--- src/rtl/vector_check_sequencer.sv ---
// Vector check sequencer: drives LFSR-generated {x,y} stimulus to a reference
// unit and a unit under check, compares their responses one vector at a time,
// and records the mismatch count, the first mismatching index and a sticky flag.
module vector_check_sequencer #(
    parameter logic [7:0] SEED = 8'hA5
) (
    input  logic       clk,
    input  logic       reset,
    input  logic       start,
    input  logic [7:0] num_vec,
    output logic       x,
    output logic       y,
    input  logic       z_ref,
    input  logic       z_dut,
    output logic       busy,
    output logic       done,
    output logic [7:0] err_count,
    output logic [7:0] first_err,
    output logic       any_err
);

    typedef enum logic [1:0] {
        IDLE,
        DRIVE,
        SAMPLE,
        DONE
    } state_t;

    state_t     state_q, state_d;
    logic [7:0] num_vec_q, num_vec_d;
    logic [7:0] lfsr_q, lfsr_d;
    logic [7:0] idx_q, idx_d;
    logic       x_q, x_d;
    logic       y_q, y_d;
    logic [7:0] err_count_q, err_count_d;
    logic [7:0] first_err_q, first_err_d;
    logic       any_err_q, any_err_d;

    // Next-state and datapath updates; every register holds unless its state acts on it
    always_comb begin
        state_d     = state_q;
        num_vec_d   = num_vec_q;
        lfsr_d      = lfsr_q;
        idx_d       = idx_q;
        x_d         = x_q;
        y_d         = y_q;
        err_count_d = err_count_q;
        first_err_d = first_err_q;
        any_err_d   = any_err_q;

        case (state_q)
            IDLE: begin
                if (start && (num_vec != 8'd0)) begin
                    state_d     = DRIVE;
                    num_vec_d   = num_vec;
                    lfsr_d      = SEED;
                    idx_d       = '0;
                    err_count_d = '0;
                    first_err_d = '1;
                    any_err_d   = 1'b0;
                end
            end
            DRIVE: begin
                x_d     = lfsr_q[1];
                y_d     = lfsr_q[0];
                state_d = SAMPLE;
            end
            SAMPLE: begin
                if (z_dut != z_ref) begin
                    if (err_count_q != 8'hFF) begin
                        err_count_d = err_count_q + 8'd1;
                    end
                    // first_err is captured only while the sticky flag is still clear
                    if (!any_err_q) begin
                        first_err_d = idx_q;
                    end
                    any_err_d = 1'b1;
                end
                lfsr_d = {lfsr_q[6:0], lfsr_q[7] ^ lfsr_q[5] ^ lfsr_q[4] ^ lfsr_q[3]};
                if (idx_q == num_vec_q - 8'd1) begin
                    state_d = DONE;
                end else begin
                    idx_d   = idx_q + 8'd1;
                    state_d = DRIVE;
                end
            end
            DONE: begin
                state_d = IDLE;
            end
            default: begin
                state_d = IDLE;
            end
        endcase
    end

    // State and datapath registers with synchronous reset
    always_ff @(posedge clk) begin
        if (reset) begin
            state_q     <= IDLE;
            num_vec_q   <= '0;
            lfsr_q      <= '0;
            idx_q       <= '0;
            x_q         <= 1'b0;
            y_q         <= 1'b0;
            err_count_q <= '0;
            first_err_q <= '1;
            any_err_q   <= 1'b0;
        end else begin
            state_q     <= state_d;
            num_vec_q   <= num_vec_d;
            lfsr_q      <= lfsr_d;
            idx_q       <= idx_d;
            x_q         <= x_d;
            y_q         <= y_d;
            err_count_q <= err_count_d;
            first_err_q <= first_err_d;
            any_err_q   <= any_err_d;
        end
    end

    // Status outputs decoded from the current state
    always_comb begin
        busy = (state_q == DRIVE) || (state_q == SAMPLE);
        done = (state_q == DONE);
    end

    assign x         = x_q;
    assign y         = y_q;
    assign err_count = err_count_q;
    assign first_err = first_err_q;
    assign any_err   = any_err_q;

endmodule

--- config.mk ---
export PLATFORM = sky130hd
export DESIGN_NAME = vector_check_sequencer
export DESIGN_NICKNAME = d
export VERILOG_FILES = /design/src/rtl/vector_check_sequencer.sv
export SDC_FILE = /design/constraint.sdc
export NUM_CORES = 1
export LEC_CHECK = 0
export ABC_CLOCK_PERIOD_IN_PS = 5940
export CORE_ASPECT_RATIO = 0.7
export CORE_MARGIN = 5
export CORE_UTILIZATION = 55
export CTS_CLUSTER_SIZE = 10
export DETAILED_ROUTE_END_ITERATION = 10
export MAX_ROUTING_LAYER = met4
export PLACE_DENSITY = 0.81
export SLEW_MARGIN = 20
export SYNTH_ARGS = -nofsm -noshare
export SYNTH_HDL_FRONTEND = slang
export SYNTH_SLANG_ARGS = --single-unit
export TNS_END_PERCENT = 5
--- constraint.sdc ---
create_clock -name clk -period 5.94 [get_ports clk]
set_input_delay 0.594 -clock clk [delete_from_list [all_inputs] [get_ports clk]]
set_output_delay 0.594 -clock clk [all_outputs]
set_load 0.01 [all_outputs]
==> run_1/floorplan.png <==
Pins as bars on the die edge. Tap cells in grey.
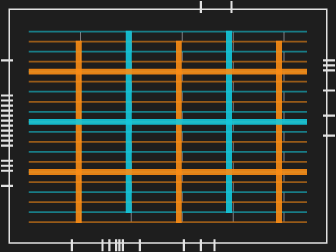
legend:
  VDD:
    colour: cyan
  VSS:
    colour: orange
rows: 19
signal pins: 34

==> run_1/clock_wires.png <==
Bar = 20 µm.
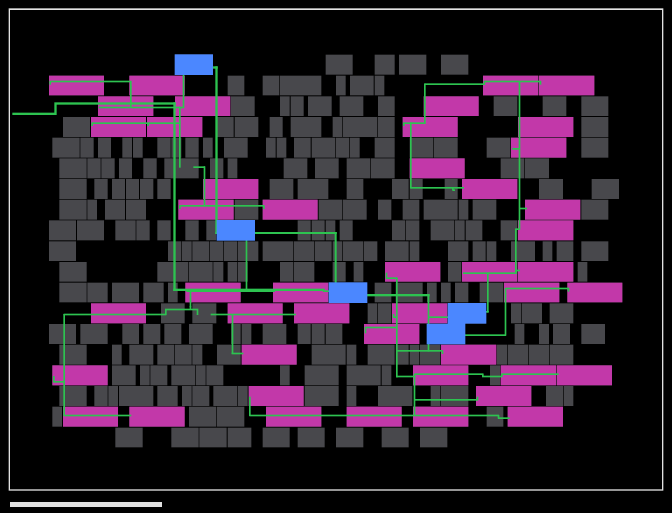
legend:
  clock-net drivers:
    colour: blue
    count: 5
  flip-flops:
    colour: magenta
    count: 45
  clock wires:
    colour: green
    length: 502 µm
flops lie: all over the die
Clock Skews: 11.2 ps
clock power share: 0.272
Latency at later pin: 300 ps
P_clk: 0.186 mW

==> job_summary.md, run 1 <==
## Implementation flow summary

| Metric | Value |
|---|---|
| Fin nets | `a little over 300` |
| Slew @ Worst Pin | `~740 ps` |
| Cells in synth_stat.txt | `~250` |
| Crit share post-route | `0.470` |
| RSZ-0062 raised after global routing | `false` |
| Placed cell count | `between 300 and 400` |
| Crit-path slowest cell | `a21boi_2` |
| Fmax achieved | `roughly 360 MHz` |
| Total die area | `around 5400 µm²` |
| Remaining Overflow, GRT | `0` |
| Register bit total from synthesis | `~45` |
| Initial Utilization | `0.565` |
| CTS Hold Bufs | `0` |
| Crit-path max FO | `14` |
| Via count | `a little under 2000` |
| Antenna Violating Nets Remaining | `0` |
| Critical path arrival | `about 3000 ps` |
| Non-CTS buffers | `35` |
| Final hold slack | `between 400 and 500 ps` |
| FF-to-FF Start | `state_q[0]` |
| HPWL Detailed | `~3.6 mm` |
| Yosys top cell by instances | `dfxtp_1` |
| Worst hold path class | `flop to flop` |
| Main area contributors | `dfxtp_1 (41%), ha_1 (4.5%), nor2_1 (4.3%)` |
| Pin count of the biggest net entering global routing | `29` |
| Routed length on met3 | `approximately 370 µm` |
| Worst Path Required | `6140 ps` |
| CP Buf/Inv Count | `1` |
| Inverters, non-clock | `14` |
| Final hold vios | `0` |
| Initial antenna violation count | `0` |
| Cell count of the worst reg-to-reg path | `8` |
| CTS tree | `built` |
| VDD IR-drop max | `151 µV` |
| Root Buffer | `clkbuf_8` |
| Post-DR wirelength/cell | `14.9 µm` |
| Post-CTS sizing | `0` |
| WL final | `between 4 and 5 mm` |
| Hold Crit Depth | `2` |
| 1st-iter DRT viols | `140` |
| Layout cells sized above 1 | `0.0530` |
| Mapped Cells | `252` |
| Nature of the critical path endpoint | `flop` |
| Num ports | `34` |
| Cell type with the largest total area | `dfxtp_1` |
| Status | `completed` |
==> run_1/class_map.png <==
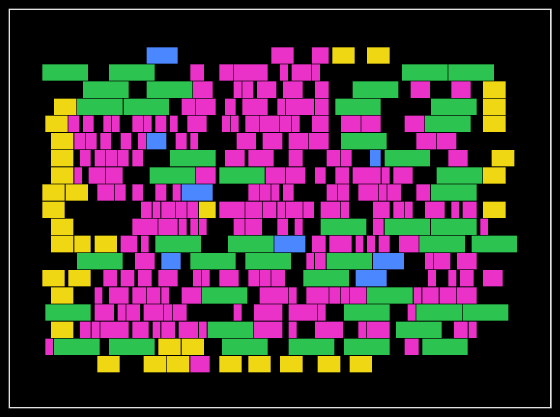
legend:
  remaining logic cells:
    colour: magenta
    cells: 195
  remaining buffers and delay cells:
    colour: yellow
    cells: 35
  clock drivers and dummy loads:
    colour: blue
    cells: 8
  registers:
    colour: green
    cells: 45
row count: 19
Seq area share: 0.340

-- run 1: flip-flops by register name, summed over array words and instances (netlist names) --
register,cells
err_count,8
first_err,8
idx_q,8
lfsr_q,8
num_vec_q,8
state_q,2
any_err,1
x,1
y,1
-- run 1: power breakdown --
part           leakage (nW)  internal (mW)  switching, mW
clock                0.0481         0.0834          0.102
sequential            0.366          0.319         0.0189
combinational         0.541         0.0708         0.0881
total                 0.955          0.473          0.209
-- run 1: worst min path at each step --
| stage | endpoint | slack (ps) |
|---|---|---|
| 3_3_place_gp | num_vec_q[7] | 460 |
| 5_1_grt | num_vec_q[7] | 510 |
| 6_report | num_vec_q[7] | 470 |
| 2_1_floorplan | num_vec_q[7] | 450 |
| 4_1_cts | num_vec_q[7] | 470 |
| 3_5_place_dp | any_err | 460 |
-- run 1: kinds of logic after synthesis --
| family | Yosys count | share of synthesized area |
|---|---|---|
| AND-OR/OR-AND | 58 | 0.190 |
| XOR/XNOR | 18 | 0.0715 |
| adder cells (fa/ha/maj) | 8 | 0.0454 |
| buffers and inverters | 26 | 0.0483 |
| flip-flops | 45 | 0.409 |
| multiplexers | 3 | 0.0142 |
| AND/OR/NAND/NOR | 94 | 0.221 |
-- run 1: layout by cell type (no fill, tap or decap), types with 4 or more instances in the layout --
cell / n
o21ai_1: 4
o22ai_1: 4
dfxtp_1: 45
ha_1: 8
and3_1: 4
a22oi_1: 4
xnor2_1: 10
a21oi_1: 14
clkbuf_8: 5
nand4_1: 7
nand3_1: 16
xor2_1: 8
or4_1: 4
nor2_1: 25
o22a_1: 8
clkdlybuf4s50_1: 33
inv_1: 14
nor3_1: 4
nand2_1: 15
-- run 1: metal layers --
layer / vias to the layer above / track usage
li1: 985 / -
met1: 895 / 0.264
met2: 63 / 0.287
met3: 6 / 0.0646
met4: 0 / 0.0593
met5: - / -
==> run_1/layers.png <==
Bar = 20 µm.
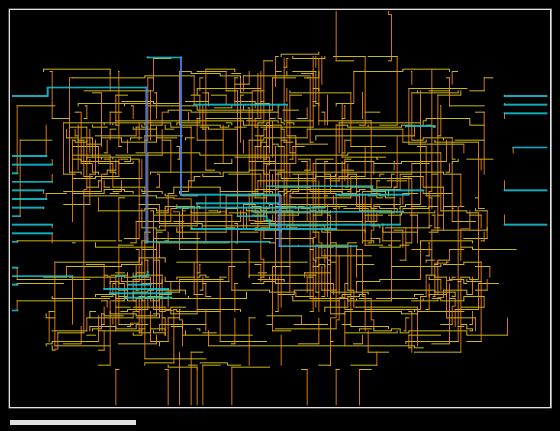

==> run 1 -> run 2 <==
--- a/config.mk
+++ b/config.mk
@@ -5,14 +5,14 @@
 export SDC_FILE = /design/constraint.sdc
 export NUM_CORES = 1
 export LEC_CHECK = 0
-export ABC_CLOCK_PERIOD_IN_PS = 5940
+export ABC_CLOCK_PERIOD_IN_PS = 2800
 export CORE_ASPECT_RATIO = 0.7
 export CORE_MARGIN = 5
-export CORE_UTILIZATION = 55
+export CORE_UTILIZATION = 53
 export CTS_CLUSTER_SIZE = 10
 export DETAILED_ROUTE_END_ITERATION = 10
 export MAX_ROUTING_LAYER = met4
-export PLACE_DENSITY = 0.81
+export PLACE_DENSITY = 0.79
 export SLEW_MARGIN = 20
 export SYNTH_ARGS = -nofsm -noshare
 export SYNTH_HDL_FRONTEND = slang
==> constraint.sdc (replaced) <==
create_clock -name clk -period 2.8 [get_ports clk]
set_input_delay 0.28 -clock clk [delete_from_list [all_inputs] [get_ports clk]]
set_output_delay 0.28 -clock clk [all_outputs]
set_load 0.01 [all_outputs]
==> run_2/layers.png <==
Bar = 20 µm.
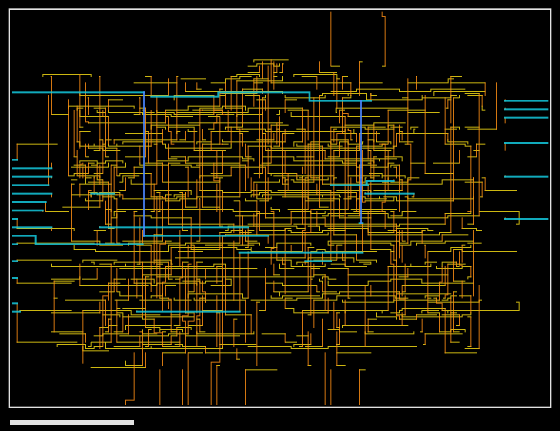
legend:
  M1:
    colour: yellow
    wire_length: 2680 µm
  M3:
    colour: cyan
    wire_length: 275 µm
  M2:
    colour: orange
    wire_length: 1920 µm
  M4:
    colour: blue
    wire_length: 42.8 µm
via count: 1925
post-DR wirelength/cell: 14.4 µm

==> job_summary.md, run 2 <==
## Implementation flow summary

| Metric | Value |
|---|---|
| Status | `completed` |
| Register bit total from synthesis | `approximately 45` |
| Antenna Violating Nets Remaining | `0` |
| Row count | `19` |
| Yosys top cell by instances | `dfxtp_1` |
| Most numerous logic cell after layout | `dfxtp_1` |
| Worst hold path class | `flop to flop` |
| CTS tree | `built` |
| Total die area | `5570 µm²` |
| CTS Hold Bufs | `0` |
| Crit share post-route | `0.843` |
| Mapped Cells | `252` |
| Fin nets | `between 300 and 400` |
| Latency at later pin | `~300 ps` |
| Worst Path Required | `around 3000 ps` |
| Num ports | `34` |
| WL final | `between 4 and 5 mm` |
| Main area contributors | `dfxtp_1 (41%), ha_1 (4.5%), nor2_1 (4.3%)` |
| RSZ-0062 raised after global routing | `false` |
| Slew @ Worst Pin | `~570 ps` |
-- run 2: report_power, final --
part | total [mW] | switching, mW | internal [mW]
registers | 0.715 | 0.0382 | 0.677
logic | 0.353 | 0.188 | 0.166
clock network | 0.392 | 0.219 | 0.173
total | 1.46 | 0.445 | 1.02
-- run 2: worst max path at each step --
stage | to | cells past startpoint
final | idx_q[5] | 6
after CTS | idx_q[5] | 6
after detailed placement | first_err[5] | 7
after global routing | idx_q[3] | 5
after floorplan | idx_q[3] | 9
after global placement | first_err[0] | 7
-- run 2: per-stage QoR --
stage	hold WS [ps]	util	total power [mW]	area [µm²]	cells
5_1_grt	507	0.677	1.55	2690	341
3_3_place_gp	459	0.656	1.08	2610	333
2_1_floorplan	427	-	0.969	2200	252
3_5_place_dp	464	0.656	1.08	2610	333
4_1_cts	475	0.677	1.47	2690	341
6_report	478	0.677	1.46	2690	341
-- run 2: logic make-up after synthesis --
group                    Yosys count  share of synthesized area
AND/OR/NAND/NOR                   94                      0.221
AND-OR/OR-AND                     58                      0.190
XOR/XNOR                          18                     0.0715
buffers and inverters             26                     0.0483
multiplexers                       3                     0.0142
flip-flops                        45                      0.409
adder cells (fa/ha/maj)            8                     0.0454
-- run 2: cell type report --
| type | instances | area, µm² |
|---|---|---|
| well taps | 52 | 65.1 |
| inverters | 14 | 52.6 |
| repair buffers | 41 | 390 |
| clock buffers | 6 | 72.6 |
| flip-flops and latches | 45 | 901 |
| multi-input cells | 181 | 1200 |
| fillers | 351 | 1280 |
| clock inverters | 2 | 10.0 |
-- run 2: routing by layer --
layer,GRT usage,share of wire,up-vias,routed length (µm)
li1,-,-,994,-
met3,0.0719,0.056,4,275
met1,0.284,0.54,886,2680
met4,0.0584,0.0085,0,42
met5,-,0,-,0
met2,0.266,0.39,41,1920
Power is estimated from default activity; no workload was simulated.
